$ cat src/rtl/bcd_pkg.sv
// Shared BCD types and single-digit step helpers for the score counter.
// Each helper returns {carry/borrow, digit}. The digit is always 0..9.
package bcd_pkg;

    typedef logic [3:0] bcd_digit_t;

    localparam bcd_digit_t BCD_MAX = 4'd9;

    // One decimal digit +1. Carry out when the digit rolls 9 -> 0.
    function automatic logic [4:0] bcd_inc(input bcd_digit_t d);
        if (d >= BCD_MAX) begin
            return {1'b1, 4'd0};
        end
        return {1'b0, d + 4'd1};
    endfunction

    // One decimal digit -1. Borrow out when the digit rolls 0 -> 9.
    function automatic logic [4:0] bcd_dec(input bcd_digit_t d);
        if (d == 4'd0) begin
            return {1'b1, BCD_MAX};
        end
        return {1'b0, d - 4'd1};
    endfunction

endpackage

$ cat src/rtl/btn_debounce.sv
// Raw push-button conditioning: 2-flop synchroniser, stability counter and a
// one-cycle press pulse on an accepted 0->1 transition. Releases give no pulse.
module btn_debounce #(
    parameter int DEB_CYCLES = 50_000
) (
    input  logic clk,
    input  logic reset,
    input  logic raw,
    output logic press
);

    localparam int CW = (DEB_CYCLES > 1) ? $clog2(DEB_CYCLES) : 1;
    localparam logic [CW-1:0] CNT_LAST = CW'(DEB_CYCLES - 1);

    logic          meta;
    logic          sync;
    logic          level;
    logic [CW-1:0] cnt;

    // Bring the asynchronous button into the clk domain.
    always_ff @(posedge clk or posedge reset) begin
        if (reset) begin
            meta <= 1'b0;
            sync <= 1'b0;
        end else begin
            meta <= raw;
            sync <= meta;
        end
    end

    // Accept a new level only after it has disagreed for DEB_CYCLES cycles in a row.
    always_ff @(posedge clk or posedge reset) begin
        if (reset) begin
            level <= 1'b0;
            cnt   <= '0;
            press <= 1'b0;
        end else begin
            press <= 1'b0;
            if (sync == level) begin
                cnt <= '0;
            end else if (cnt == CNT_LAST) begin
                level <= sync;
                cnt   <= '0;
                press <= sync;
            end else begin
                cnt <= cnt + CW'(1);
            end
        end
    end

endmodule

$ cat src/rtl/bcd_score_counter.sv
// Two-digit BCD up/down score counter that feeds the seven-segment display.
// Inputs are debounced inc/dec/clr buttons and an optional auto-increment
// tick. Arithmetic is per decimal digit, so no value above 9 is ever stored.
module bcd_score_counter
    import bcd_pkg::*;
#(
    parameter int TICK_DIV   = 1_000_000,
    parameter int DEB_CYCLES = 50_000
) (
    input  logic       clk,
    input  logic       reset,
    input  logic       btn_inc,
    input  logic       btn_dec,
    input  logic       btn_clr,
    input  logic       run_en,
    output logic [3:0] tens,
    output logic [3:0] ones,
    output logic       update,
    output logic       wrap
);

    localparam int PW = $clog2(TICK_DIV);
    localparam logic [PW-1:0] PRE_LAST = PW'(TICK_DIV - 1);

    logic          inc_press;
    logic          dec_press;
    logic          clr_press;
    logic [PW-1:0] presc;
    logic          tick;
    logic          inc_req;
    logic          dec_req;
    bcd_digit_t    tens_n;
    bcd_digit_t    ones_n;
    logic          wrap_n;
    logic          update_n;
    logic          ones_c;
    logic          tens_c;

    btn_debounce #(.DEB_CYCLES(DEB_CYCLES)) u_deb_inc (
        .clk   (clk),
        .reset (reset),
        .raw   (btn_inc),
        .press (inc_press)
    );

    btn_debounce #(.DEB_CYCLES(DEB_CYCLES)) u_deb_dec (
        .clk   (clk),
        .reset (reset),
        .raw   (btn_dec),
        .press (dec_press)
    );

    btn_debounce #(.DEB_CYCLES(DEB_CYCLES)) u_deb_clr (
        .clk   (clk),
        .reset (reset),
        .raw   (btn_clr),
        .press (clr_press)
    );

    // Auto-increment prescaler: counts only while run_en is high, holds otherwise.
    always_ff @(posedge clk or posedge reset) begin
        if (reset) begin
            presc <= '0;
        end else if (run_en) begin
            if (presc == PRE_LAST) begin
                presc <= '0;
            end else begin
                presc <= presc + PW'(1);
            end
        end
    end

    assign tick    = run_en && (presc == PRE_LAST);
    assign inc_req = inc_press | tick;
    assign dec_req = dec_press;

    // Next count: clear wins; simultaneous up and down requests cancel out.
    always_comb begin
        tens_n = tens;
        ones_n = ones;
        wrap_n = 1'b0;
        ones_c = 1'b0;
        tens_c = 1'b0;
        if (clr_press) begin
            tens_n = 4'd0;
            ones_n = 4'd0;
        end else if (inc_req && !dec_req) begin
            {ones_c, ones_n} = bcd_inc(ones);
            if (ones_c) begin
                {tens_c, tens_n} = bcd_inc(tens);
                wrap_n = tens_c;
            end
        end else if (dec_req && !inc_req) begin
            {ones_c, ones_n} = bcd_dec(ones);
            if (ones_c) begin
                {tens_c, tens_n} = bcd_dec(tens);
                wrap_n = tens_c;
            end
        end
    end

    // A clear at 00 is not a change, so it raises no update.
    assign update_n = (tens_n != tens) || (ones_n != ones);

    // Registered outputs: digits plus their one-cycle change and wrap flags.
    always_ff @(posedge clk or posedge reset) begin
        if (reset) begin
            tens   <= 4'd0;
            ones   <= 4'd0;
            update <= 1'b0;
            wrap   <= 1'b0;
        end else begin
            tens   <= tens_n;
            ones   <= ones_n;
            update <= update_n;
            wrap   <= wrap_n;
        end
    end

endmodule

$ cat config.mk
export PLATFORM = sky130hd
export DESIGN_NAME = bcd_score_counter
export DESIGN_NICKNAME = d
export VERILOG_FILES = /design/src/rtl/bcd_pkg.sv /design/src/rtl/btn_debounce.sv /design/src/rtl/bcd_score_counter.sv
export SDC_FILE = /design/constraint.sdc
export NUM_CORES = 1
export LEC_CHECK = 0
export CORE_AREA = 2 2 79 111
export DETAILED_ROUTE_END_ITERATION = 8
export DIE_AREA = 0 0 81 113
export PLACE_DENSITY = 0.79
export SLEW_MARGIN = 25
export SYNTH_ARGS = -nofsm -noshare
export SYNTH_HDL_FRONTEND = slang
export SYNTH_HIERARCHICAL = 1
export SYNTH_SLANG_ARGS = --single-unit
$ cat constraint.sdc
create_clock -name clk -period 4.55 [get_ports clk]
set_input_delay 0.91 -clock clk [delete_from_list [all_inputs] [get_ports clk]]
set_output_delay 0.91 -clock clk [all_outputs]
set_load 0.005 [all_outputs]
Fig. 1: run 1, clock wires, drivers and flops
(2 px per um)
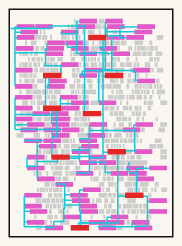
[cyan] clock wires | length: 1,070 um
[magenta] flip-flops | count: 90
[red] clock-net drivers | count: 9
flops lie: widely spread
portion of total power attributed to the clock network: 0.468
Latency at later pin: 0.34 ns
clock-net power: 0.000877 W

Fig. 2: run 1, clock nets
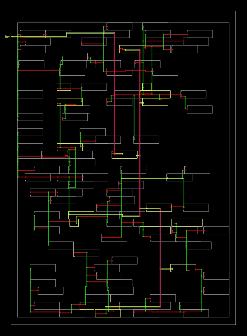
Num CTS Buffers: 9
count of flip-flops and latches: 90

Fig. 3: run 1, power grid
(3 px per um) Pins as bars on the die edge.
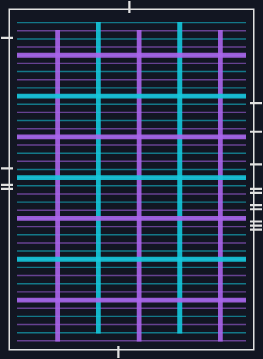
| colour | net |
|---|---|
| cyan | VDD |
| purple | VSS |
met1 rails: 40
met4 straps: 5
signal pins: 16
rows: 39
met5 straps: 7
peak supply drop: 233.5 uV
overall die width: 81 um
Floorplan Core Area: 0.008100 sq mm

Fig. 4: run 1, signal wires by layer
(4 px per um)
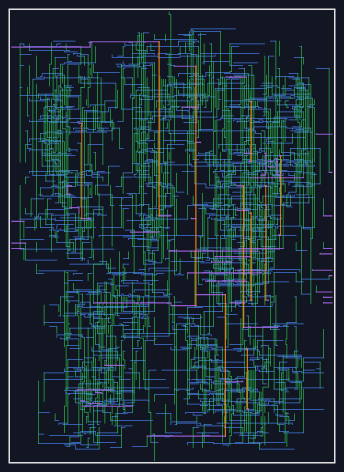
| colour | layer | wire length |
|---|---|---|
| purple | M3 | 331 um |
| orange | M4 | 298 um |
| green | M2 | 5,550 um |
| blue | M1 | 4,060 um |

==> results_dict.tcl, run 1 <==
# flow metrics
set metrics [dict create \
    worstPathMaxFanout 9 \
    dp_worst_setup_slack_ns 1.371 \
    final_max_slew_viol_count 0 \
    timing.final.setup_violations 0 \
    tot_gr_track_use 0.2473 \
    placement_rows 39 \
    ys_dominant_reg_cell "sky130_fd_sc_hd__dfrtp_1" \
    number_of_distinct_library_cell_variants_in_the_gate_level_netlist_after_synthesis 66 \
    clock_tree.buffer_depth 2 \
    dieArea_sq_mm 0.009153 \
    drc_errors 0 \
    grt_first_pass_wirelength_um 17520 \
    routed_wl_um 10240 \
    placement_stage_cell_area_sq_mm 0.005129 \
    compound_area_frac 0.07841 \
    async_flop_share 1.000 \
    synthTopCellsByCount "sky130_fd_sc_hd__dfrtp_1, sky130_fd_sc_hd__nor2_1, sky130_fd_sc_hd__xnor2_1, sky130_fd_sc_hd__nand3_1, sky130_fd_sc_hd__nand2_1" \
    period_needed_ns 2.905 \
    avgViaCountPerCell 6.131 \
    grt_setup_unrepaired "false" \
    final_layout_size_suffix_gt1_frac 0.09886 \
    cts_setup_buffers 0 \
    drt_iter0_markers 257 \
    combGateArea_sq_mm 0.002509 \
    simple_gate_area_frac 0.2754 \
    fp_util 0.6146 \
    root_buffer_cell "sky130_fd_sc_hd__clkbuf_16" \
    synth-edff-count 0 \
    xor_area_frac 0.1091 \
    final_layout_top_logic_cell "sky130_fd_sc_hd__dfrtp_1" \
    leading_area_contributor_after_synthesis "sky130_fd_sc_hd__dfrtp_1" \
    powerDensity_mw_per_mm2 341.1 \
    post_cts_resize_count 0 \
    finish.instance_area_sq_mm 0.005489 \
    gp_congestion 0.8952 \
    power_share_of_the_combinational_group 0.057 \
    worst_slew_pin_slew_ns 0.8873 \
    start_of_the_worst_register_to_register_path "ones[0]" \
    timing.max_cap.violations 0 \
    grt_remaining_overflow 0 \
    post_synth_inst_count 514 \
    ff_latch_area_sq_mm 0.002252 \
    critPathKind "flop to flop" \
    final_layout_top_logic_cells "sky130_fd_sc_hd__dfrtp_1, sky130_fd_sc_hd__nor2_1, sky130_fd_sc_hd__xnor2_1, sky130_fd_sc_hd__nand3_1, sky130_fd_sc_hd__nand2_1" \
    floorplan.io_pins 16 \
    synth_top_area_share 0.4524 \
    nFillCells 634 \
    status "complete, no violations" \
    dpl.hpwl_um 7229 \
    area_growth_pct 10.25 \
    final_total_negative_setup_slack_ns 0 \
    io_buffers 15 \
    synth.ff_latch_count 90 \
    internal_power_w 0.001459 \
    maximum_number_of_pins_on_one_net_before_global_route_repair 21 \
    clock_skew_ns 0.004625 \
    ff2ff_path_depth 9 \
    critPathRequiredTime_ns 4.75 \
    timing.max_slew.rel_slack 0.4072 \
    leakagePower_nw 2.215 \
    sw_frac_of_total 0.2207 \
    finalCritPeriodShare 0.6384 \
    tritoncts "yes" \
    detailroute.via_count 3850 \
    synth.cell_area_sq_mm 0.004979 \
    holdBufCountCts 0 \
    tritoncts_num_sinks 90 \
    critical_path.startpoint_type "flop" \
    clkSlewWorstSetupHoldPaths_ns 0.06 \
    total_switching_power_w 0.0004132 \
    crit_path_end_kind "flop" \
    synthesis.area_per_instance_sq_um 9.686 \
]
-- run 1: worst max path at each step --
stage / startpoint / end / cells past startpoint / slack (ns)
3_5_place_dp: run_en / update / 8 / 1.37
6_report: ones[0] / update / 9 / 1.65
5_1_grt: run_en / update / 8 / 1.47
4_1_cts: run_en / update / 8 / 1.71
3_3_place_gp: run_en / update / 8 / 1.43
2_1_floorplan: run_en / update / 7 / 2.00
-- run 1: state kept, by name, summed over array words and instances, names as in the netlist, 4 cells and up --
name           cells
ones               4
u_deb_clr/cnt     16
u_deb_inc/cnt     16
presc             20
u_deb_dec/cnt     16
tens               4
-- run 1: layout make-up --
cell class              count  share of cell area
clock inverters             5             0.01960
clock buffers              11             0.04605
flip-flops and latches     90              0.4103
multi-input cells         382              0.4570
repair buffers             16             0.02872
inverters                  22             0.01504
well taps                 102             0.02325
-- run 1: layer usage --
layer / vias up / track usage / wire, um / share of wire
met1: 1895 / 0.2865 / 4063 / 0.40
met5: - / 0 / 0 / 0
li1: 1840 / - / - / -
met4: 0 / 0.1220 / 297 / 0.029
met2: 91 / 0.4292 / 5548 / 0.54
met3: 24 / 0.04785 / 330 / 0.032
-- run 1: kinds of logic after synthesis --
logic type	after synthesis
compound gates	55
xor+xnor	62
fa+ha+maj	12
buf+inv	42
flops	90
mux	5
simple gates	248
-- run 1: power groups by stage --
stage | Combinational, W | Clock, W | Sequential, W
2_1_floorplan | 0.0000931 | 0 | 0.000884
3_3_place_gp | 0.000105 | 0 | 0.000894
3_5_place_dp | 0.000112 | 0 | 0.000899
4_1_cts | 0.000110 | 0.000900 | 0.000886
5_1_grt | 0.000125 | 0.000933 | 0.000894
6_report | 0.000107 | 0.000877 | 0.000888
-- run 1: worst max-delay path, stage by stage, from the launching register on --
cell                       delay [ns]
sky130_fd_sc_hd__dfrtp_1         0.50
sky130_fd_sc_hd__inv_1           0.19
sky130_fd_sc_hd__ha_1            0.24
sky130_fd_sc_hd__nor3b_1         0.75
sky130_fd_sc_hd__nand2_1         0.15
sky130_fd_sc_hd__a21oi_2         0.30
sky130_fd_sc_hd__o21ai_1         0.14
sky130_fd_sc_hd__o311a_2         0.17
sky130_fd_sc_hd__xnor2_1         0.14
sky130_fd_sc_hd__nand4b_1        0.19
-- run 1: metrics by stage --
| stage | hold slack, ns | cells |
|---|---|---|
| after detailed placement | 0.3347 | 612 |
| final | 0.3478 | 628 |
| after CTS | 0.3496 | 628 |
| after floorplan | 0.3312 | 514 |
| after global placement | 0.3344 | 612 |
| after global routing | 0.3559 | 628 |
==> run 2: changes to the inputs <==
--- a/config.mk
+++ b/config.mk
@@ -5,9 +5,9 @@
 export SDC_FILE = /design/constraint.sdc
 export NUM_CORES = 1
 export LEC_CHECK = 0
-export CORE_AREA = 2 2 79 111
+export CORE_AREA = 2 2 79 112
 export DETAILED_ROUTE_END_ITERATION = 8
-export DIE_AREA = 0 0 81 113
+export DIE_AREA = 0 0 81 114
 export PLACE_DENSITY = 0.79
 export SLEW_MARGIN = 25
 export SYNTH_ARGS = -nofsm -noshare
==> constraint.sdc (replaced) <==
create_clock -name clk -period 2.85 [get_ports clk]
set_input_delay 0.57 -clock clk [delete_from_list [all_inputs] [get_ports clk]]
set_output_delay 0.57 -clock clk [all_outputs]
set_load 0.005 [all_outputs]
==> results_dict.tcl, run 2 <==
# flow metrics
set metrics [dict create \
    grt_remaining_overflow 0 \
    leakagePower_nw 2.221 \
    post_cts_resize_count 0 \
    synth-edff-count 0 \
    final_layout_size_suffix_gt1_frac 0.1107 \
    finish.instance_area_sq_mm 0.005487 \
    final_layout_top_logic_cells "sky130_fd_sc_hd__dfrtp_1, sky130_fd_sc_hd__nor2_1, sky130_fd_sc_hd__xnor2_1, sky130_fd_sc_hd__nand3_1, sky130_fd_sc_hd__nand2_1" \
    maximum_number_of_pins_on_one_net_before_global_route_repair 31 \
    minimum_setup_slack_among_reg_to_reg_paths_ns 0.36 \
    synth.cell_area_sq_mm 0.004979 \
    hold_ep "u_deb_clr/sync" \
    cts_buffers 9 \
    biggest_area_contributors_in_the_synthesized_netlist "sky130_fd_sc_hd__dfrtp_1, sky130_fd_sc_hd__xnor2_1, sky130_fd_sc_hd__nor2_1, sky130_fd_sc_hd__nand4_1, sky130_fd_sc_hd__nand3_1" \
    floorplan.io_pins 16 \
    post_layout_nonfiller_instances 638 \
    gp_congestion 0.9193 \
    timing.max_cap.violations 0 \
    start_of_the_worst_register_to_register_path "presc[7]" \
    post_drt_wl_per_cell_um 16.03 \
    ff2ff_path_depth 7 \
    cts_setup_buffers 0 \
    holdBufCountCts 0 \
    tritoncts_num_sinks 90 \
    timing.max_slew.rel_slack 0.5062 \
    grt_setup_unrepaired "false" \
    die_width_um 81 \
    io_buffers 15 \
    synthesis.area_per_instance_sq_um 9.686 \
    critical-path-max-stage-delay_ns 0.57 \
    status "complete, no violations" \
    worst_skew_pair.late_latency_ns 0.34 \
    final_total_negative_setup_slack_ns 0 \
    number_of_distinct_library_cell_variants_in_the_gate_level_netlist_after_synthesis 66 \
    root_buffer_cell "sky130_fd_sc_hd__clkbuf_16" \
    clock_tree.buffer_depth 2 \
    dieArea_sq_mm 0.009234 \
    avgViaCountPerCell 6.044 \
    clkSlewWorstSetupHoldPaths_ns 0.06 \
    synth_nets 532 \
    ys_seq_share 0.4524 \
    dpl.hpwl_um 7199 \
    fp_util 0.5992 \
    drt_iter0_markers 232 \
    worstPathMaxFanout 8 \
    worst_slew_pin_slew_ns 0.7399 \
    leading_area_contributor_after_synthesis "sky130_fd_sc_hd__dfrtp_1" \
    finalCritPeriodShare 0.8740 \
    ys_dominant_reg_cell "sky130_fd_sc_hd__dfrtp_1" \
    max_flop_register "presc" \
    tritoncts "yes" \
    critPathRequiredTime_ns 3.06 \
    crit_path_end_kind "flop" \
    placement_rows 40 \
    grt_first_pass_wirelength_um 17720 \
    crit_path_cell_trace "or4b_4 > nor4_4 > a22oi_2 > nor2_1 > nor4_1 > a211oi_1 > nand4b_1" \
    synth.ff_latch_count 90 \
    period_needed_ns 2.491 \
    clock_skew_ns 0.004909 \
    powerDensity_mw_per_mm2 502.5 \
    final_layout_top_logic_cell "sky130_fd_sc_hd__dfrtp_1" \
    path_delay_family "simple AND/OR/NAND/NOR gates" \
    detailroute.via_count 3856 \
    synthTopCellsByCount "sky130_fd_sc_hd__dfrtp_1, sky130_fd_sc_hd__nor2_1, sky130_fd_sc_hd__xnor2_1, sky130_fd_sc_hd__nand3_1, sky130_fd_sc_hd__nand2_1" \
    hold_startpoint "u_deb_clr/meta" \
    post_synth_inst_count 514 \
    placement_stage_cell_area_sq_mm 0.005185 \
    cp_num_cells 7 \
    async_flop_share 1.000 \
    final_max_slew_viol_count 0 \
    synth_top_area_share 0.4524 \
    critPathKind "flop to flop" \
    number_of_flip_flops_under_the_largest_register_name 20 \
    numPlacedInstances 622 \
    path_buffers 0 \
    timing.final.setup_violations 0 \
    area_growth_pct 10.20 \
    critical_path.startpoint_type "flop" \
    design.final.nets 546 \
    warning_count 32 \
    crit_path_top_delay_cell "sky130_fd_sc_hd__or4b_4" \
    drc_errors 0 \
]
==> run 2: cell counts after synthesis <==
No cell type changed its count.
==> run 2: kinds of logic after synthesis <==
logic type | after synthesis | share of synthesized area
compound gates | 55 | 0.07842
simple gates | 248 | 0.2755
buf+inv | 42 | 0.04373
flops | 90 | 0.4524
xor+xnor | 62 | 0.1091
mux | 5 | 0.01081
fa+ha+maj | 12 | 0.03016
==> run 2: worst max path at each step <==
stage	endpoint	slack, ns	startpoint
final	update	0.36	presc[7]
after global routing	update	0.13	presc[7]
after CTS	update	0.32	presc[7]
after detailed placement	update	0.17	run_en
after global placement	update	0.22	run_en
after floorplan	update	0.57	presc[7]
==> run 2: per-stage QoR <==
step / utilization / hold WS, ns / setup slack, ns
6_report: 0.6604 / 0.3478 / 0.3591
2_1_floorplan: - / 0.3312 / 0.5680
3_3_place_gp: 0.6241 / 0.3324 / 0.2171
4_1_cts: 0.6604 / 0.3490 / 0.3169
3_5_place_dp: 0.6241 / 0.3355 / 0.1733
5_1_grt: 0.6604 / 0.3524 / 0.1348
==> run 2: layout make-up <==
class | count | area, sq um
Inverter | 22 | 82.58
Tap cell | 105 | 131.4
Clock buffer | 13 | 280.3
Fill cell | 685 | 2821
Timing Repair Buffer | 23 | 210.2
Multi-Input combinational cell | 382 | 2509
Sequential cell | 90 | 2252
Clock inverter | 3 | 21.27
==> run 2: power by group <==
group          internal (W)  switching, W  total [W]
combinational     0.0000824      0.000104   0.000187
clock              0.000686      0.000479    0.00117
sequential          0.00134     0.0000638    0.00141
==> run 2: layer usage <==
metal / track usage / wire length (um) / vias to the layer above
li1: - / - / 1850
met1: 0.2924 / 4199 / 1877
met2: 0.4237 / 5383 / 108
met3: 0.03006 / 405 / 21
met4: 0.1345 / 242 / 0
met5: 0 / 0 / -
Fig. 5: run 2, signal wires by layer
(4 px per um)
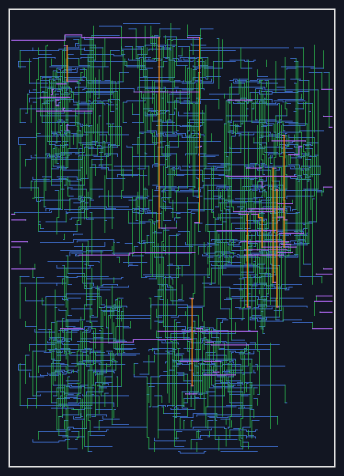
| colour | layer | wire length |
|---|---|---|
| orange | M4 | 242 um |
| purple | M3 | 405 um |
| blue | M1 | 4,200 um |
| green | M2 | 5,380 um |
Tot GR Track Use: 0.2454
Detailed Route WL: 10,230 um

Fig. 6: run 2, power grid
(3 px per um) Pins as bars on the die edge.
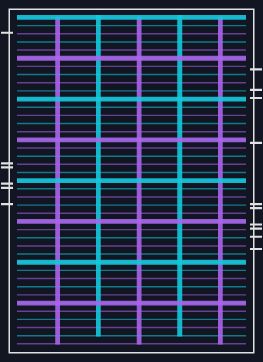
| colour | net |
|---|---|
| cyan | VDD |
| purple | VSS |
met5 straps: 8
met4 straps: 5
signal pins: 16
Floorplan Core Area: 0.008308 sq mm
vertical die dimension: 114 um
peak supply drop: 332.1 uV

Fig. 7: run 2, selected gate families
(2 px per um)
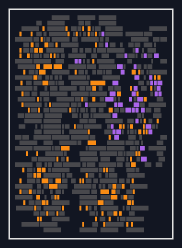
| colour | family | cells | most used |
|---|---|---|---|
| orange | nor cells | 125 | nor2_1 |
| purple | aoi and oai cells | 44 | a21oi_1 |

No activity file was given, so power comes from the tool's default toggle rates.
